<file path="config.mk">
export PLATFORM = sky130hd
export DESIGN_NAME = f_pcgen
export DESIGN_NICKNAME = d
export VERILOG_FILES = /design/src/rtl/f_pcgen.sv
export SDC_FILE = /design/constraint.sdc
export NUM_CORES = 1
export LEC_CHECK = 0
export CAP_MARGIN = 10
export CORE_MARGIN = 8
export CORE_UTILIZATION = 30
export DETAILED_ROUTE_END_ITERATION = 10
export GPL_TIMING_DRIVEN = 1
export SYNTH_ARGS = -nofsm -noshare
export SYNTH_HDL_FRONTEND = slang
export SYNTH_SLANG_ARGS = --single-unit
</file>
<file path="constraint.sdc">
create_clock -name clk -period 5.5 [get_ports clk]
set_input_delay 0.825 -clock clk [delete_from_list [all_inputs] [get_ports clk]]
set_output_delay 0.825 -clock clk [all_outputs]
set_load 0.01 [all_outputs]
</file>
<file path="src/rtl/f_pcgen.sv">
// rtl/f_pcgen.sv - fetch PC generator with a 16-entry direct-mapped BTB.
// Optional PCGEN_STATS_EN adds branch / mispredict counters.
module f_pcgen (
    input  logic        clk,
    input  logic        rst_n,
    input  logic        stall,
    input  logic        d_redirect,
    input  logic [12:0] d_target,
    input  logic        e_fail_predict,
    input  logic [12:0] e_nextpc,
    input  logic        e_valid,
    input  logic [12:0] e_pc,
    input  logic        e_taken,
    output logic [12:0] pc,
    output logic [12:0] pc_predicted,
    output logic        flush
`ifdef PCGEN_STATS_EN
    ,
    output logic [31:0] stat_branches,
    output logic [31:0] stat_mispredicts
`endif
);

    localparam int BTB_ENTRIES = 16;

    logic [12:0] r_pc;
    logic        r_run;

    logic        r_btb_valid [0:BTB_ENTRIES-1];
    logic [8:0]  r_btb_tag   [0:BTB_ENTRIES-1];
    logic [12:0] r_btb_tgt   [0:BTB_ENTRIES-1];
    logic [1:0]  r_btb_ctr   [0:BTB_ENTRIES-1];

    logic [3:0]  w_rd_idx;
    logic        w_rd_hit;
    logic [12:0] w_seq_pc;
    logic [12:0] w_next_pc;

    logic [3:0]  w_wr_idx;
    logic        w_wr_hit;
    logic        w_wr_en;
    logic [1:0]  w_wr_ctr;
    logic [12:0] w_wr_tgt;

    // Lookup reads registered BTB state only, so a same-cycle update is not visible.
    assign w_rd_idx     = r_pc[3:0];
    assign w_rd_hit     = r_btb_valid[w_rd_idx]
                          && (r_btb_tag[w_rd_idx] == r_pc[12:4])
                          && r_btb_ctr[w_rd_idx][1];
    assign w_seq_pc     = r_pc + 13'd1;
    assign pc_predicted = w_rd_hit ? r_btb_tgt[w_rd_idx] : w_seq_pc;
    assign pc           = r_pc;
    assign flush        = e_fail_predict | d_redirect;

    // r_run holds pc at 0 for the first edge after reset release.
    always_comb begin
        w_next_pc = pc_predicted;
        if (e_fail_predict)
            w_next_pc = e_nextpc;
        else if (d_redirect)
            w_next_pc = d_target;
        else if (stall || !r_run)
            w_next_pc = r_pc;
    end

    assign w_wr_idx = e_pc[3:0];
    assign w_wr_hit = r_btb_valid[w_wr_idx] && (r_btb_tag[w_wr_idx] == e_pc[12:4]);

    always_comb begin
        w_wr_en  = 1'b0;
        w_wr_ctr = r_btb_ctr[w_wr_idx];
        w_wr_tgt = r_btb_tgt[w_wr_idx];
        if (e_valid) begin
            if (w_wr_hit) begin
                w_wr_en = 1'b1;
                if (e_taken) begin
                    w_wr_tgt = e_nextpc;
                    if (r_btb_ctr[w_wr_idx] != 2'b11)
                        w_wr_ctr = r_btb_ctr[w_wr_idx] + 2'b01;
                end else if (r_btb_ctr[w_wr_idx] != 2'b00) begin
                    w_wr_ctr = r_btb_ctr[w_wr_idx] - 2'b01;
                end
            end else if (e_taken) begin
                w_wr_en  = 1'b1;
                w_wr_ctr = 2'b10;
                w_wr_tgt = e_nextpc;
            end
        end
    end

    always_ff @(posedge clk or negedge rst_n) begin
        if (!rst_n) begin
            r_pc  <= 13'd0;
            r_run <= 1'b0;
        end else begin
            r_pc  <= w_next_pc;
            r_run <= 1'b1;
        end
    end

    always_ff @(posedge clk or negedge rst_n) begin
        if (!rst_n) begin
            for (int i = 0; i < BTB_ENTRIES; i++) begin
                r_btb_valid[i] <= 1'b0;
                r_btb_tag[i]   <= 9'd0;
                r_btb_tgt[i]   <= 13'd0;
                r_btb_ctr[i]   <= 2'b00;
            end
        end else if (w_wr_en) begin
            r_btb_valid[w_wr_idx] <= 1'b1;
            r_btb_tag[w_wr_idx]   <= e_pc[12:4];
            r_btb_tgt[w_wr_idx]   <= w_wr_tgt;
            r_btb_ctr[w_wr_idx]   <= w_wr_ctr;
        end
    end

`ifdef PCGEN_STATS_EN
    logic [31:0] r_stat_branches;
    logic [31:0] r_stat_mispredicts;

    always_ff @(posedge clk or negedge rst_n) begin
        if (!rst_n) begin
            r_stat_branches    <= 32'd0;
            r_stat_mispredicts <= 32'd0;
        end else begin
            if (e_valid)
                r_stat_branches <= r_stat_branches + 32'd1;
            if (e_fail_predict)
                r_stat_mispredicts <= r_stat_mispredicts + 32'd1;
        end
    end

    assign stat_branches    = r_stat_branches;
    assign stat_mispredicts = r_stat_mispredicts;
`endif

endmodule

</file>
==> flow_metrics.py, run 1 <==
# Metrics from the implementation run
metrics = {
    "worst_setup_path": {
        "rr_endpoint": "pc[0]$_DFFE_PN0P_",
        "crit_arrival_ns": 4.40,
        "max_stage_delay_ns": 0.79,
        "worstSetupStartpoint": "pc[0]$_DFFE_PN0P_",
        "crit_family": "AND-OR/OR-AND gates",
        "r2r-start": "pc[2]$_DFFE_PN0P_",
        "worstPathCellList": "buf_12 -> mux4_2 -> a311oi_1 -> o221ai_1 -> nand4_1 -> nor3_4 -> o21ai_0 -> clkdlybuf4s50_1",
        "crit_path_end": "pc_predicted[0]",
        "r2r_cells": 9,
        "crit_cells": 8,
        "cp-start-kind": "flip-flop",
        "end_kind": "output pin",
        "critPathBufInv": 2,
        "reg2reg_setup_slack_ns": 1.73,
        "required_ns": 4.68,
        "cp_slowest_cell": "dfrtp_4",
        "path_class": "flip-flop to output pin",
        "path_max_fanout": 25,
    },
    "global_route": {
        "grt_pass1_vias": 17320,
        "grt_max_degree": 169,
        "overflow": 0,
        "globalRouteMet3Util": 0.05901,
        "track_usage": 0.1730,
        "grt_use_met1": 0.2420,
        "antenna_found_initial": 3,
        "grt-busiest-layer": "met2",
        "grt_use_met2": 0.2493,
        "grt_first_pass_wirelength_um": 115600,
    },
    "cts": {
        "cts-root-buf": "clkbuf_16",
        "cts_hold_buf": 0,
        "post_cts_resized": 0,
        "htreeDepth": 2,
        "cts_buffer_depth": 3,
        "cts.clk_slew.worst_paths_ns": 0.06,
        "cts_tree": "yes",
        "cts_setup_buffers": 1,
    },
    "final_layout": {
        "logic_area_um2": 11910,
        "reg.largest.list": "r_btb_tgt (208), r_btb_tag (144), r_btb_ctr (32)",
        "biggestCellCategory": "multi-input combinational cells",
        "nClkBuffers": 65,
        "design.seq.count": 414,
        "top_register": "r_btb_tgt",
        "largest_reg_flops": 208,
        "lay_top_cells": "dfrtp_1 (411), a21oi_1 (213), a31oi_1 (210), mux4_2 (200), mux2_2 (90)",
        "drive_above_1_share": 0.3093,
        "syn_to_final_growth_pct": 13.23,
        "clock_area_frac": 0.05823,
        "insertedDiodeCount": 1,
        "comb_share": 0.4458,
        "fill_cells": 7737,
        "layout_top_cell": "dfrtp_1",
        "nMultiInputCombCells": 1179,
        "seq_share": 0.3882,
        "final-nonclk-buf-share": 0.05467,
        "final_cells": 2910,
        "nNonClkInverters": 27,
        "seqCellArea_um2": 10370,
        "nets": 1871,
        "buffers": 156,
    },
    "sta": {
        "whs_ns": 0.2899,
        "finalHoldViolations": 0,
        "min_period_ns": 5.229,
        "finalSetupViolCount": 0,
        "rsz0062_at_grt": "false",
        "worst_pin_slew_ns": 1.039,
        "finalCritPeriodShare": 0.9508,
        "fmax_ghz": 0.1912,
        "slew_headroom": 0.3072,
        "maxSlewViolCount": 0,
        "tns_ns": 0,
    },
    "logic_synthesis": {
        "synthArstFlopShare": 1.000,
        "ys_seq_share": 0.4392,
        "ys_warn_count": 0,
        "netlist_top_cells_count": "dfrtp_1 (414), a21oi_1 (213), a31oi_1 (210)",
        "synth-edff-count": 0,
        "synth_cells": 1836,
        "syn_nets": 1883,
        "yosys_area_um2": 23590,
        "ys_cells": 1836,
        "synth-seq-cells": 414,
        "yosys.area.top_type": "dfrtp_1",
        "yosysTopAreaCellShare": 0.4392,
        "synthTopCellsByArea": "dfrtp_1 (44%), mux4_2 (19%), a31oi_1 (5.6%), a21oi_1 (4.5%), mux2_2 (4.3%)",
        "syn_area_um2": 23590,
        "ff_type": "dfrtp_1",
        "syn-mean-instance-area_um2": 12.85,
        "top_cell": "dfrtp_1",
        "synth_cell_type_count": 74,
    },
    "power": {
        "p_sw_uw": 3336,
        "ir_drop_mv": 0.2275,
        "clock_power_share": 0.301,
        "top_power_group": "registers",
        "leakage_uw": 0.01057,
        "pwr-share-comb": 0.281,
        "powerDensity_nw_per_um2": 396.6,
        "intPower_uw": 7256,
        "seq_power_uw": 4430,
        "seqPwrFrac": 0.418,
        "combinationalPower_uw": 2970,
        "swShare": 0.3150,
    },
    "run_status": {
        "status": "finished clean",
    },
    "detailed_routing": {
        "topRoutingLayerUsed": "met5",
        "ant_nets": 0,
        "vias_per_cell": 5.915,
        "wl_met2_um": 33120,
        "wl_met1_um": 32410,
        "drt_iter0_drc": 1999,
        "dr_wl_met3_um": 9021,
        "vias": 17210,
        "dr.pass1.iters": 7,
        "drc": 0,
        "routed_wl_um": 77190,
        "wire_per_inst_um": 26.52,
    },
    "place": {
        "hpwl_um": 47750,
        "gp_congestion": 0.8675,
        "dp_cells": 2825,
        "placed_area_um2": 25130,
        "io_buffers": 72,
    },
    "floorplanning": {
        "dieArea_um2": 87850,
        "fp_util": 0.3010,
        "core_area_um2": 78360,
        "taps": 1050,
        "ios": 73,
        "rows": 103,
    },
    "min_path": {
        "hold_class": "primary input to asynchronous set/reset pin",
    },
    "job": {
        "maxCapViolations": 0,
        "warnings": 44,
    },
}
run 1: metrics by stage:
stage | power (uW) | setup slack (ns)
3_5_place_dp | 7392 | 0.6210
2_1_floorplan | 6434 | 1.784
5_1_grt | 11090 | 0.04209
4_1_cts | 10620 | 0.2047
3_3_place_gp | 7258 | 0.6305
6_report | 10590 | 0.2707
run 1: logic make-up (layout without fill, tap and decap cells):
group                      Yosys count  in the layout  synth area share
adders and majority gates            2              2         0.0009547
and+or+nand+nor                    187            187           0.04493
other                                1              2         0.0001590
buffers and inverters              243            266           0.05851
muxes                              419            419            0.3013
AOI/OAI and AO/OA                  541            541            0.1442
xor gates and xnor gates            29             29           0.01077
DFF                                414            414            0.4392
==> run_1/final_clocks.png <==
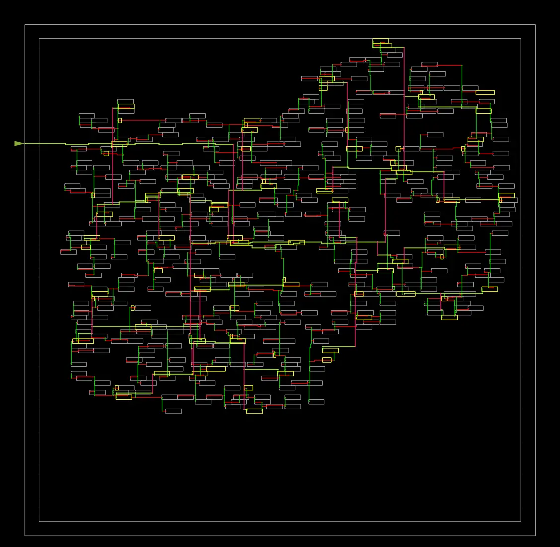
clock sinks: 414
clk ins delay skew pair: 0.59 ns
clk_skew: 0.02497 ns
clock network power: 3190 uW
CTS Buf Count: 46

==> run_1/pins.png <==
Drawn at 1 px/um. Pins as bars across the die edge, other pins in grey.
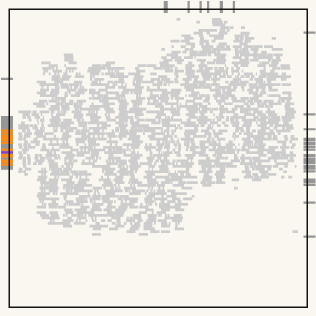
port	colour	pins	direction	edge
e_nextpc	orange	13	input	left
e_fail_predict	purple	1	input	left
all pins by edge	40 left, 25 right, 8 top
Die Y: 296.4 um
die width: 296.4 um

==> run_1/cell_classes.png <==
Drawn at 1 px/um.
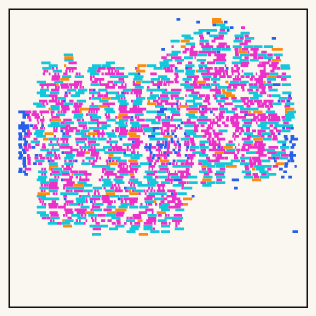
class	colour	cells
other buffers and delay cells	blue	156
all other logic	magenta	1206
clock drivers and dummy loads	orange	83
flip-flops	cyan	414
design area: 26710 um^2
fin util: 0.3409

==> run_1/metal_stack.png <==
Drawn at 1 px/um.
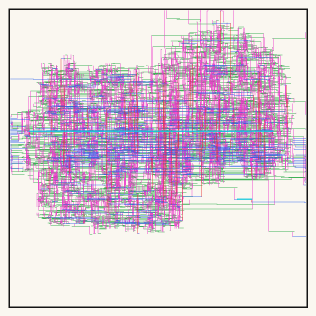

==> inputs of run 2 (changes only) <==
--- a/config.mk
+++ b/config.mk
@@ -6,10 +6,12 @@
 export NUM_CORES = 1
 export LEC_CHECK = 0
 export CAP_MARGIN = 10
+export CORE_ASPECT_RATIO = 1.2
 export CORE_MARGIN = 8
-export CORE_UTILIZATION = 30
+export CORE_UTILIZATION = 60
 export DETAILED_ROUTE_END_ITERATION = 10
 export GPL_TIMING_DRIVEN = 1
+export PLACE_DENSITY = 0.78
 export SYNTH_ARGS = -nofsm -noshare
 export SYNTH_HDL_FRONTEND = slang
 export SYNTH_SLANG_ARGS = --single-unit
==> run_2/metal_stack.png <==
Drawn at 1 px/um.
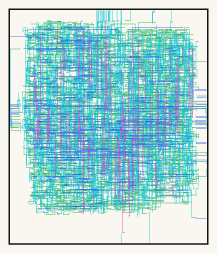
layer	colour	wire length
met2	cyan	31.8 mm
met1	green	25.4 mm
met3	blue	7110 um
met4	magenta	4120 um
All-Layer GR Usage: 0.3013
WL final: 68440 um
vias post-DR: 17270
WL/cell: 28.96 um

==> run 2 against run 1 <==
Net effect: total power fell by 2.6%; critical path type unchanged; non-clock buffer count fell by 18; critical path depth did not move; utilization rose by 32 points; die size fell by 48%; sequential power barely moved; clock power fell by 5%; wire length fell by 11%; largest power group unchanged; register-to-register slack got worse by 0.08 ns.
==> flow_metrics.py, run 2 <==
# Metrics from the implementation run
metrics = {
    "sta": {
        "worst_pin_slew_ns": 1.059,
        "layout_setup_ws_ns": 0.2024,
        "maxSlewViolCount": 0,
        "min_period_ns": 5.298,
        "finalSetupViolCount": 0,
        "finalHoldViolations": 0,
        "fmax_ghz": 0.1888,
    },
    "logic_synthesis": {
        "yosys.area.top_type": "dfrtp_1",
        "syn-mean-instance-area_um2": 12.85,
        "synth-edff-count": 0,
        "simple_gate_area_frac": 0.04493,
        "ys_cells": 1836,
        "synth-seq-cells": 414,
        "yosys_area_um2": 23590,
        "ys_seq_share": 0.4392,
        "ys_sh_adder": 0.0009548,
        "ff_type": "dfrtp_1",
        "yosysTopAreaCellShare": 0.4392,
        "synthTopCellsByArea": "dfrtp_1 (44%), mux4_2 (19%), a31oi_1 (5.6%), a21oi_1 (4.5%), mux2_2 (4.3%)",
        "synth_cell_type_count": 74,
        "synthArstFlopShare": 1.000,
        "logic_family": "multiplexers",
        "netlist_top_cells_count": "dfrtp_1 (414), a21oi_1 (213), a31oi_1 (210)",
        "synth-xor-area-share": 0.01077,
        "syn_nets": 1883,
        "top_cell": "dfrtp_1",
        "synth-compound-area-share": 0.1442,
        "ys_warn_count": 0,
    },
    "global_route": {
        "overflow": 0,
        "antenna_found_initial": 0,
        "grt_first_pass_wirelength_um": 105900,
        "grt_pass1_vias": 17350,
        "grt_max_degree": 273,
    },
    "detailed_routing": {
        "drt_iter0_drc": 2199,
        "dr.pass1.iters": 7,
        "vias_per_cell": 7.306,
        "ant_nets": 0,
        "drc": 0,
    },
    "worst_setup_path": {
        "max_stage_delay_ns": 0.87,
        "worstSetupStartpoint": "pc[1]$_DFFE_PN0P_",
        "r2r-start": "r_btb_tag[36]$_DFFE_PN0P_",
        "worstPathCellList": "mux4_2 -> o221a_2 -> o221ai_1 -> nand4_1 -> nor3_4 -> buf_4 -> mux2_2 -> clkdlybuf4s50_1",
        "reg2reg_setup_slack_ns": 1.65,
        "path_class": "flip-flop to output pin",
        "r2r_cells": 10,
        "end_kind": "output pin",
        "cp_slowest_cell": "dfrtp_4",
        "crit_arrival_ns": 4.47,
        "cp-start-kind": "flip-flop",
        "crit_path_end": "pc_predicted[3]",
        "required_ns": 4.68,
    },
    "cts": {
        "clock_sinks": 414,
        "cts.clk_slew.worst_paths_ns": 0.06,
        "cts_tree": "yes",
        "cts-root-buf": "clkbuf_16",
        "clk_latency_ns": 0.57,
        "cts_setup_buffers": 0,
        "cts_hold_buf": 0,
        "cts_buffers": 43,
        "post_cts_resized": 0,
        "cts_buffer_depth": 3,
    },
    "power": {
        "clock_power_share": 0.292,
        "seqPwrFrac": 0.429,
        "power.total_uw": 10320,
        "intPower_uw": 7155,
        "leakage_uw": 0.01044,
        "ir_drop_mv": 0.2898,
        "p_sw_uw": 3167,
        "pwr-share-comb": 0.279,
    },
    "final_layout": {
        "biggestCellCategory": "multi-input combinational cells",
        "final-nonclk-buf-share": 0.04992,
        "nMultiInputCombCells": 1179,
        "seq_share": 0.4021,
        "insertedDiodeCount": 0,
        "nets": 1850,
        "syn_to_final_growth_pct": 9.331,
        "largest_reg_flops": 208,
        "layout_top_cell": "dfrtp_1",
        "top_register": "r_btb_tgt",
        "nNonClkInverters": 27,
        "clock_area_frac": 0.05686,
        "logic_area_um2": 11910,
        "buffers": 138,
        "fin_area_um2": 25790,
        "seqCellArea_um2": 10370,
        "lay_top_cells": "dfrtp_1 (411), a21oi_1 (213), a31oi_1 (210), mux4_2 (200), mux2_2 (90)",
        "comb_share": 0.4617,
    },
    "run_status": {
        "status": "finished clean",
    },
    "floorplanning": {
        "fp_util": 0.6088,
        "ios": 73,
        "dieArea_um2": 45940,
        "die_x_um": 197,
        "core_area_um2": 38750,
        "rows": 79,
        "die-height_um": 233.2,
        "taps": 526,
    },
    "place": {
        "placed_area_um2": 24310,
        "hpwl_um": 41600,
        "dp_slack_ns": 0.5957,
        "io_buffers": 72,
        "gp_congestion": 0.9324,
    },
    "job": {
        "warnings": 34,
        "maxCapViolations": 0,
    },
}
==> run_2/final_clocks.png <==
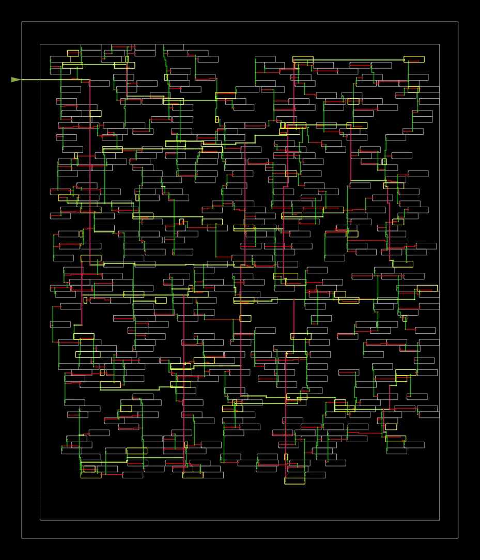
CLK BUF: 69
clock network power: 3020 uW

## run 2: metal layers
layer / vias to the layer above / part of all wire / global-route usage
met1: 8842 / 0.37 / 0.3923
met5: - / 0 / 0
met3: 254 / 0.10 / 0.07126
li1: 7096 / - / -
met4: 0 / 0.060 / 0.1638
met2: 1073 / 0.47 / 0.4662
## run 2: worst max-delay path: cells and delay by family, from the launching register on
kind,cells,cell delay [ns]
multiplexers,2,1.06
flip-flops,1,0.87
buffers and inverters,2,0.79
AND-OR/OR-AND,2,0.63
AND/OR/NAND/NOR,2,0.52
## run 2: power groups by stage
stage / logic [uW] / clock network (uW) / registers, uW
floorplan: 2250 / 0 / 4190
global placement: 2760 / 0 / 4370
detailed placement: 2860 / 0 / 4430
CTS: 2870 / 3030 / 4390
global route: 3100 / 3160 / 4510
finish: 2880 / 3020 / 4420
Power figures rest on the tool's default switching activity, not on a simulated workload.
